==> config.mk <==
export PLATFORM = sky130hd
export DESIGN_NAME = lkt_pipe_flat
export DESIGN_NICKNAME = d
export VERILOG_FILES = /design/src/rtl/lkt_pipe_if.sv /design/src/rtl/lkt_pipe.sv /design/src/flat_wrapper.sv
export SDC_FILE = /design/constraint.sdc
export NUM_CORES = 1
export LEC_CHECK = 0
export CELL_PAD_IN_SITES_DETAIL_PLACEMENT = 0
export CELL_PAD_IN_SITES_GLOBAL_PLACEMENT = 1
export CORE_MARGIN = 4
export CORE_UTILIZATION = 43
export CTS_CLUSTER_DIAMETER = 200
export CTS_CLUSTER_SIZE = 8
export DETAILED_ROUTE_END_ITERATION = 10
export GPL_TIMING_DRIVEN = 1
export PLACE_DENSITY_LB_ADDON = 0.1
export SLEW_MARGIN = 20
export SYNTH_ARGS = -nofsm -noshare
export SYNTH_HDL_FRONTEND = slang
export SYNTH_SLANG_ARGS = --single-unit
==> constraint.sdc <==
create_clock -name clk -period 5.4 [get_ports clk]
set_input_delay 1.08 -clock clk [delete_from_list [all_inputs] [get_ports clk]]
set_output_delay 1.08 -clock clk [all_outputs]
set_load 0.03 [all_outputs]
==> src/rtl/lkt_pipe_if.sv <==
// Stream bundle for lkt_pipe: select groups in, lookup results out.
// Ports: in_valid/in_ready/input_i upstream; out_valid/out_ready/output_o/err_o downstream.
interface lkt_pipe_if #(
   parameter int RESULT_WIDTH = 3,
   parameter int NUM_LOOKUPS  = 8,
   parameter int NUM_CHOICES  = 2
);
   logic                                in_valid;
   logic                                in_ready;
   logic [NUM_LOOKUPS*NUM_CHOICES-1:0]  input_i;
   logic                                out_valid;
   logic                                out_ready;
   logic [RESULT_WIDTH*NUM_LOOKUPS-1:0] output_o;
   logic [NUM_LOOKUPS-1:0]              err_o;

   modport master (
      output in_valid, input_i, out_ready,
      input  in_ready, out_valid, output_o, err_o
   );

   modport slave (
      input  in_valid, input_i, out_ready,
      output in_ready, out_valid, output_o, err_o
   );
endinterface

==> src/rtl/lkt_pipe.sv <==
// Pipelined one-hot table lookup: NUM_LOOKUPS groups, each picks one of NUM_CHOICES entries.
// Ports: clk, rst (async high), cfg_* table write, bus (stream slave), cnt_clr, err_cnt_o.
module lkt_pipe #(
   parameter int RESULT_WIDTH = 3,
   parameter int NUM_LOOKUPS  = 8,
   parameter int NUM_CHOICES  = 2,
   parameter int PIPE_STAGES  = 2,
   parameter logic [RESULT_WIDTH-1:0] DEFAULT_RESULT = '0
) (
   input  logic                            clk,
   input  logic                            rst,
   input  logic                            cfg_we,
   input  logic [$clog2(NUM_LOOKUPS)-1:0]  cfg_lookup,
   input  logic [$clog2(NUM_CHOICES)-1:0]  cfg_choice,
   input  logic [RESULT_WIDTH-1:0]         cfg_data,
   lkt_pipe_if.slave                       bus,
   input  logic                            cnt_clr,
   output logic [15:0]                     err_cnt_o
);
   localparam int RW = RESULT_WIDTH;
   localparam int NL = NUM_LOOKUPS;
   localparam int NC = NUM_CHOICES;
   localparam int PS = PIPE_STAGES;

   logic [RW-1:0]    tbl_q [NL][NC];
   logic [RW-1:0]    tbl_d [NL][NC];
   logic             cfg_hit;

   logic [RW*NL-1:0] lk_res;
   logic [NL-1:0]    lk_err;
   logic [RW-1:0]    pick;
   logic             hit;

   logic [PS-1:0]    v_q;
   logic [PS-1:0]    v_d;
   logic [PS-1:0]    free;
   logic [RW*NL-1:0] res_q [PS];
   logic [RW*NL-1:0] res_d [PS];
   logic [NL-1:0]    err_q [PS];
   logic [NL-1:0]    err_d [PS];
   logic             rdy_q;
   logic             rdy_d;
   logic             take;

   logic [15:0]      cnt_q;
   logic [15:0]      cnt_d;

   // Table write; out-of-range indices leave every entry untouched.
   always_comb begin
      cfg_hit = cfg_we && (32'(cfg_lookup) < NL) && (32'(cfg_choice) < NC);
      tbl_d = tbl_q;
      if (cfg_hit) begin
         tbl_d[cfg_lookup][cfg_choice] = cfg_data;
      end
   end

   // Lookup reads the registered table, so a same-cycle write is not seen.
   always_comb begin
      lk_res = '0;
      lk_err = '0;
      pick   = DEFAULT_RESULT;
      hit    = 1'b0;
      for (int k = 0; k < NL; k++) begin
         pick = DEFAULT_RESULT;
         hit  = 1'b0;
         for (int c = 0; c < NC; c++) begin
            if (!hit && bus.input_i[k*NC+c]) begin
               pick = tbl_q[k][c];
               hit  = 1'b1;
            end
         end
         lk_res[k*RW +: RW] = pick;
         lk_err[k] = !$onehot(bus.input_i[k*NC +: NC]);
      end
   end

   // Stage i can load when any stage at or after it is empty,
   // or the output is being consumed.
   always_comb begin
      free = '0;
      for (int i = 0; i < PS; i++) begin
         free[i] = bus.out_ready;
         for (int j = i; j < PS; j++) begin
            if (!v_q[j]) begin
               free[i] = 1'b1;
            end
         end
      end
   end

   // rdy_q keeps in_ready low until the first edge after reset.
   assign bus.in_ready = rdy_q && free[0];
   assign take = bus.in_valid && bus.in_ready;

   always_comb begin
      v_d   = v_q;
      res_d = res_q;
      err_d = err_q;
      rdy_d = 1'b1;
      if (free[0]) begin
         v_d[0] = take;
         if (take) begin
            res_d[0] = lk_res;
            err_d[0] = lk_err;
         end
      end
      for (int i = 1; i < PS; i++) begin
         if (free[i]) begin
            v_d[i]   = v_q[i-1];
            res_d[i] = res_q[i-1];
            err_d[i] = err_q[i-1];
         end
      end
   end

   assign bus.out_valid = v_q[PS-1];
   assign bus.output_o  = res_q[PS-1];
   assign bus.err_o     = err_q[PS-1];

   // Clear wins over a same-cycle increment.
   always_comb begin
      cnt_d = cnt_q;
      if (cnt_clr) begin
         cnt_d = '0;
      end else if (bus.out_valid && bus.out_ready && (|bus.err_o)
                   && (cnt_q != 16'hFFFF)) begin
         cnt_d = cnt_q + 16'd1;
      end
   end

   assign err_cnt_o = cnt_q;

   always_ff @(posedge clk or posedge rst) begin
      if (rst) begin
         v_q   <= '0;
         rdy_q <= 1'b0;
         cnt_q <= '0;
         for (int k = 0; k < NL; k++) begin
            for (int c = 0; c < NC; c++) begin
               tbl_q[k][c] <= '0;
            end
         end
         for (int i = 0; i < PS; i++) begin
            res_q[i] <= '0;
            err_q[i] <= '0;
         end
      end else begin
         v_q   <= v_d;
         rdy_q <= rdy_d;
         cnt_q <= cnt_d;
         tbl_q <= tbl_d;
         res_q <= res_d;
         err_q <= err_d;
      end
   end
endmodule
==> src/flat_wrapper.sv <==
// flat-port wrapper written by rule: the top's interface ports become plain ports
module lkt_pipe_flat 
#(
   parameter int RESULT_WIDTH = 3,
   parameter int NUM_LOOKUPS  = 8,
   parameter int NUM_CHOICES  = 2,
   parameter int PIPE_STAGES  = 2,
   parameter logic [RESULT_WIDTH-1:0] DEFAULT_RESULT = '0
)
  (clk, rst, cfg_we, cfg_lookup, cfg_choice, cfg_data, cnt_clr, err_cnt_o, bus_in_valid, bus_input_i, bus_out_ready, bus_in_ready, bus_out_valid, bus_output_o, bus_err_o);
  lkt_pipe_if #(.RESULT_WIDTH(RESULT_WIDTH), .NUM_LOOKUPS(NUM_LOOKUPS), .NUM_CHOICES(NUM_CHOICES)) bus_i ();
  input  logic clk;
  input  logic rst;
  input  logic cfg_we;
  input  logic [$clog2(NUM_LOOKUPS)-1:0] cfg_lookup;
  input  logic [$clog2(NUM_CHOICES)-1:0] cfg_choice;
  input  logic [RESULT_WIDTH-1:0] cfg_data;
  input  logic cnt_clr;
  output logic [15:0] err_cnt_o;
  input wire logic [$bits(bus_i.in_valid)-1:0] bus_in_valid;
  input wire logic [$bits(bus_i.input_i)-1:0] bus_input_i;
  input wire logic [$bits(bus_i.out_ready)-1:0] bus_out_ready;
  output wire logic [$bits(bus_i.in_ready)-1:0] bus_in_ready;
  output wire logic [$bits(bus_i.out_valid)-1:0] bus_out_valid;
  output wire logic [$bits(bus_i.output_o)-1:0] bus_output_o;
  output wire logic [$bits(bus_i.err_o)-1:0] bus_err_o;
  assign bus_i.in_valid = bus_in_valid;
  assign bus_i.input_i = bus_input_i;
  assign bus_i.out_ready = bus_out_ready;
  assign bus_in_ready = bus_i.in_ready;
  assign bus_out_valid = bus_i.out_valid;
  assign bus_output_o = bus_i.output_o;
  assign bus_err_o = bus_i.err_o;
  lkt_pipe #(.RESULT_WIDTH(RESULT_WIDTH), .NUM_LOOKUPS(NUM_LOOKUPS), .NUM_CHOICES(NUM_CHOICES), .PIPE_STAGES(PIPE_STAGES), .DEFAULT_RESULT(DEFAULT_RESULT)) u_core (.clk(clk), .rst(rst), .cfg_we(cfg_we), .cfg_lookup(cfg_lookup), .cfg_choice(cfg_choice), .cfg_data(cfg_data), .bus(bus_i), .cnt_clr(cnt_clr), .err_cnt_o(err_cnt_o));
endmodule
==> run_1/layers.png <==
Drawn at 2 px/um.
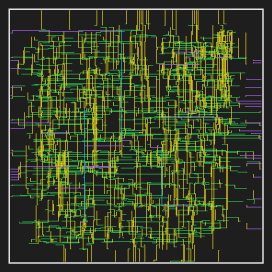
- M3: purple (wire length 472 um)
- M2: yellow (wire length 5680 um)
- M1: green (wire length 5920 um)
- M4: cyan (wire length 141 um)
Total GRT Usage: 16.4%
total wirelength of the detailed-routed design: 12200 um
via count: 3931
final routed wire length divided by cell count: 16.1 um

==> run_1/m3.png <==
Drawn at 4 px/um.
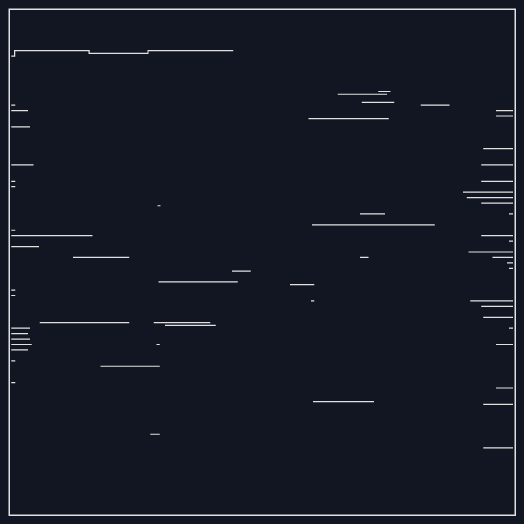
- share of all routed wire: 3.9%
- wire length on this layer: 472 um
- main direction: horizontal
met3 GRT Util: 3.98%

==> impl_results.rst, run 1 <==
Metrics
=======

.. list-table::
   :header-rows: 1

   * - Metric
     - Value
   * - Run status
     - completed
   * - Top non-seq family
     - multiplexers
   * - Insertion delay of the later-clocked pin in the worst-skew pair
     - 400 ps
   * - Post-Route Utilization
     - 53.6%
   * - Pin count of the biggest net entering global routing
     - 81
   * - Count of non-filler cells in the finished layout
     - 759
   * - Design Area, Final
     - 7210 um^2
   * - Quantity of hold-fixing buffers added after cts
     - 0
   * - CTS tree
     - built
   * - Wire length of the first global-routing pass
     - 20600 um
   * - Peak ir drop on the vdd network
     - 223 uV
   * - Yosys simple share
     - 12.5%
   * - Number of iterations in the first detailed-routing pass
     - 4
   * - Post-layout net count
     - 608
   * - Most frequent logic cells in the routed design
     - dfrtp_1 (131), mux2_2 (92), clkdlybuf4s50_1 (78)
   * - Dominant Register Cell
     - dfrtp_1
   * - Setup slack, reg-to-reg
     - 3340 ps
   * - Inserted Clock Buffers
     - 17
   * - Number of distinct standard cells referenced by the synthesized netlist
     - 35
   * - Number of cells in the yosys synthesis report
     - 523
   * - Destination of the worst hold path
     - u_core.err_q[13]$_DFFE_PP0P_
   * - Number of storage elements in the synthesis netlist
     - 131
   * - Mapped Cells
     - 523
   * - Floorplan utilization
     - 44.6%
   * - Remaining DRCs
     - 0
   * - Yosys stat chip area
     - 6000 um^2
   * - Destination of the critical timing path
     - bus_in_ready
   * - Number of warnings in the stage logs
     - 26
   * - CP bufs+invs
     - 2
   * - Setup total negative slack
     - 0 ps
   * - Reg2Reg Launch Point
     - u_core.bus.err_o[5]$_DFFE_PP0P_
   * - Total I/O pin count
     - 79
   * - Worst Path Class, Setup
     - input pin to output port
   * - Timing startpoint of the critical path
     - bus_out_ready
   * - Fa+ha+maj area frac
     - 1.88%
   * - HP Start
     - u_core.err_q[13]$_DFFE_PP0P_
   * - Most common cell after layout, fill and taps aside
     - dfrtp_1
   * - Total number of placement rows
     - 42
   * - Area fraction in mux cells
     - 17.5%
   * - Post-synthesis area per instance
     - 11.5 um^2
   * - CTS root buf
     - clkbuf_16
==> run_1/clock_nets.png <==
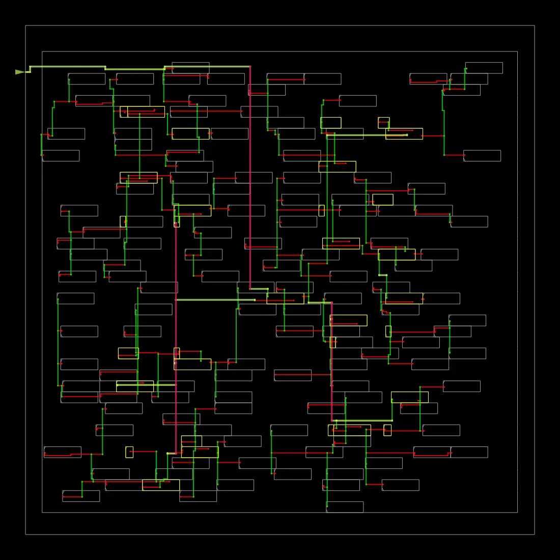
TritonCTS sink count: 131
final worst clock skew: 3.76 ps

==> run 1: flip-flops by register name, indices dropped and copies added, names as in the netlist <==
| name | count |
|---|---|
| u_core.err_q | 8 |
| u_core.v_q | 2 |
| u_core.err_cnt_o | 16 |
| u_core.res_q | 24 |
| u_core.tbl_q | 48 |
| u_core.bus.err_o | 8 |
| u_core.bus.output_o | 24 |
| u_core.rdy_q | 1 |
==> run 1: synth_stat cells (2+ instances only) <==
cell type and n:
o31ai_1 8, nand2_1 33, ha_1 9, nor3_1 6, o21ai_0 3, or3_1 4
nand3_1 6, nand4_1 5, mux2_2 92, buf_4 32, or4_4 2, or4_1 9
clkbuf_1 12, nor2_1 59, buf_2 5, dfrtp_1 131, buf_6 4, nor4_1 4
inv_1 9, nor2b_1 7, and2_1 3, and3_1 5, a21oi_1 59, and4_1 3
nand2b_1 3
==> run 1: per-layer routing <==
layer,track usage (%),up-vias,wire [um]
li1,-,1902,-
met4,6.25,0,141
met5,0,-,0
met2,24.0,79,5680
met3,3.98,10,471
met1,23.6,1940,5920
==> run 1: cell type report <==
| type | instances | area, um^2 | share of cell area, % |
|---|---|---|---|
| Clock inverter | 4 | 22.5 | 0.312 |
| Timing Repair Buffer | 81 | 803 | 11.1 |
| Multi-Input combinational cell | 330 | 2340 | 32.5 |
| Clock buffer | 28 | 507 | 7.03 |
| Sequential cell | 131 | 3280 | 45.5 |
| Tap cell | 176 | 220 | 3.05 |
| Inverter | 9 | 38.8 | 0.538 |
==> run 1: report_power, final <==
group          switching, mW  leakage [nW]  internal, mW
logic                  0.288          1.20         0.280
registers              0.104          1.60          1.17
clock network          0.388         0.258         0.633
total                  0.781          3.06          2.08
==> run_1/gates.png <==
Drawn at 2 px/um.
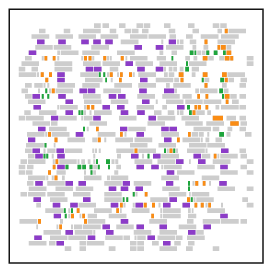

--- run 2 (diff from run 1) ---
- CORE_UTILIZATION: 43 -> 40
- clock period: 5.4 -> 3.4 ns (I/O delays scaled with it)
==> run_2/gates.png <==
Drawn at 2 px/um.
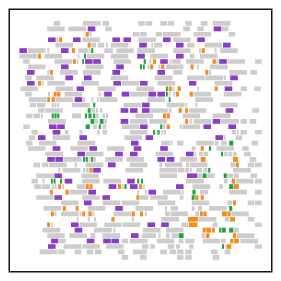
- mux cells: purple (cells 93; most used mux2_2)
- aoi and oai cells: orange (cells 72; most used a21oi_1; where spread over the die)
- nand cells: green (cells 48; most used nand2_1)

==> run 2 against run 1 <==
Against the previous run:
- hold slack worse by 2.1 ps
- synthesized cell count did not move
- largest cell class unchanged
- via count is 0.43% higher
- first-iteration DRC count up 38%
- setup slack got worse by 1200 ps
- combinational power is about 60% higher
- utilization decreased by 3.9 points
- sequential share of layout area down 0.27 points
- highest routed layer unchanged
==> impl_results.rst, run 2 <==
Metrics
=======

.. list-table::
   :header-rows: 1

   * - Metric
     - Value
   * - Run status
     - completed
   * - Most common cell after layout, fill and taps aside
     - dfrtp_1
   * - Destination of the worst hold path
     - u_core.err_q[13]$_DFFE_PP0P_
   * - Post-synthesis area per instance
     - 11.5 um^2
   * - Total number of multi-input combinational cells
     - 330
   * - Flip-flop count of the largest register after layout
     - 48
   * - Sequential cell area share
     - 45.2%
   * - Number of warnings in the stage logs
     - 26
   * - Total wirelength of the detailed-routed design
     - 12400 um
   * - Destination of the critical timing path
     - bus_in_ready
   * - Dominant Register Cell
     - dfrtp_1
   * - Wire length of the first global-routing pass
     - 20600 um
   * - Mapped Cells
     - 523
   * - Fraction of area in clock buffers and inverters
     - 7.11%
   * - List of most frequent post-synthesis cells
     - dfrtp_1 (131), mux2_2 (92), a21oi_1 (59), nor2_1 (59), nand2_1 (33)
   * - Timing startpoint of the critical path
     - bus_out_ready
   * - Setup slack, reg-to-reg
     - 1310 ps
   * - Number of iterations in the first detailed-routing pass
     - 4
   * - Number of distinct standard cells referenced by the synthesized netlist
     - 35
   * - Total I/O pin count
     - 79
   * - CTS root buf
     - clkbuf_16
   * - Non-clock buffer total of the final layout
     - 84
   * - Largest register by flop count
     - u_core.tbl_q
   * - Total GRT Usage
     - 15.6%
   * - TritonCTS sink count
     - 131
   * - Number of non-clock inverters in the layout
     - 9
   * - Worst Path Class, Setup
     - input pin to output port
   * - HP Start
     - u_core.err_q[13]$_DFFE_PP0P_
   * - Post-layout net count
     - 611
   * - Tapcells
     - 184
   * - Reg2Reg Launch Point
     - u_core.bus.err_o[5]$_DFFE_PP0P_
   * - Via count
     - 3948
   * - Multi-input gate share of total cell area
     - 32.3%
   * - Setup total negative slack
     - 0 ps
   * - Total number of placement rows
     - 44
   * - Cell group occupying the most layout area
     - flip-flops and latches
   * - Non-clock buffer share of cell area
     - 11.7%
   * - Yosys stat chip area
     - 6000 um^2
   * - CTS tree
     - built
   * - Pin count of the biggest net entering global routing
     - 83
   * - Most frequent logic cells in the routed design
     - dfrtp_1 (131), mux2_2 (92), clkdlybuf4s50_1 (78)
   * - Most frequently used cell type in the post-synthesis netlist
     - dfrtp_1
   * - Floorplan utilization
     - 41.1%
   * - Final routed wire length divided by cell count
     - 16.1 um
==> run_2/clock_nets.png <==
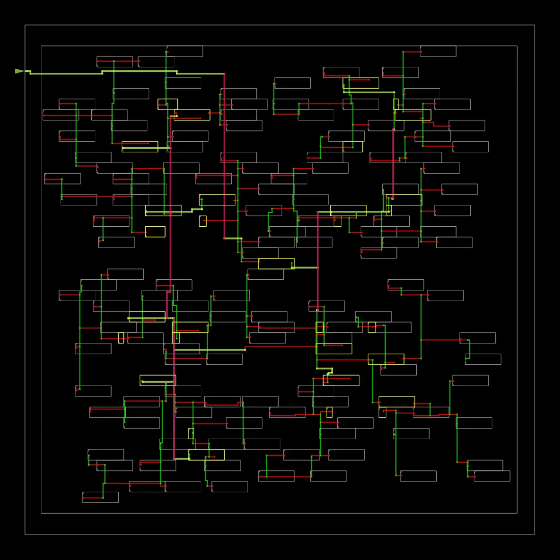
flop count: 131
Clock Buffer Count: 25
final worst clock skew: 6.97 ps
Inserted Clock Buffers: 17

-- run 2: power breakdown --
group	switching [mW]	leakage, nW	internal (mW)	total (mW)
logic	0.460	1.22	0.450	0.910
registers	0.169	1.60	1.86	2.02
clock network	0.621	0.260	0.976	1.60
-- run 2: logic make-up (layout without fill, tap and decap cells) --
logic type | Yosys count | after routing | share of synthesized area [%]
adder cells (fa/ha/maj) | 9 | 9 | 1.88
flip-flops | 131 | 131 | 54.6
AND/OR/NAND/NOR | 153 | 153 | 12.5
other | 1 | 1 | 0.0625
multiplexers | 93 | 93 | 17.5
buffers and inverters | 62 | 124 | 6.49
AND-OR/OR-AND | 74 | 74 | 6.92
-- run 2: routing by layer --
metal / up-vias / routed length [um] / share of wire, % / track usage [%]
li1: 1905 / - / - / -
met1: 1961 / 5930 / 48 / 21.3
met2: 67 / 5880 / 47 / 24.2
met3: 15 / 444 / 3.6 / 4.11
met4: 0 / 173 / 1.4 / 5.81
met5: - / 0 / 0 / 0
-- run 2: metrics by stage --
| stage | setup slack [ps] | power, mW | std cells | instance area (um^2) | hold slack, ps |
|---|---|---|---|---|---|
| 3_3_place_gp | 489 | 2.95 | 738 | 6740 | 488 |
| 2_1_floorplan | 1100 | 2.73 | 523 | 6000 | 464 |
| 5_1_grt | 422 | 4.76 | 769 | 7250 | 508 |
| 3_5_place_dp | 474 | 2.98 | 738 | 6740 | 492 |
| 4_1_cts | 473 | 4.59 | 769 | 7250 | 504 |
| 6_report | 485 | 4.53 | 769 | 7250 | 500 |
No activity file was given, so power comes from the tool's default toggle rates.
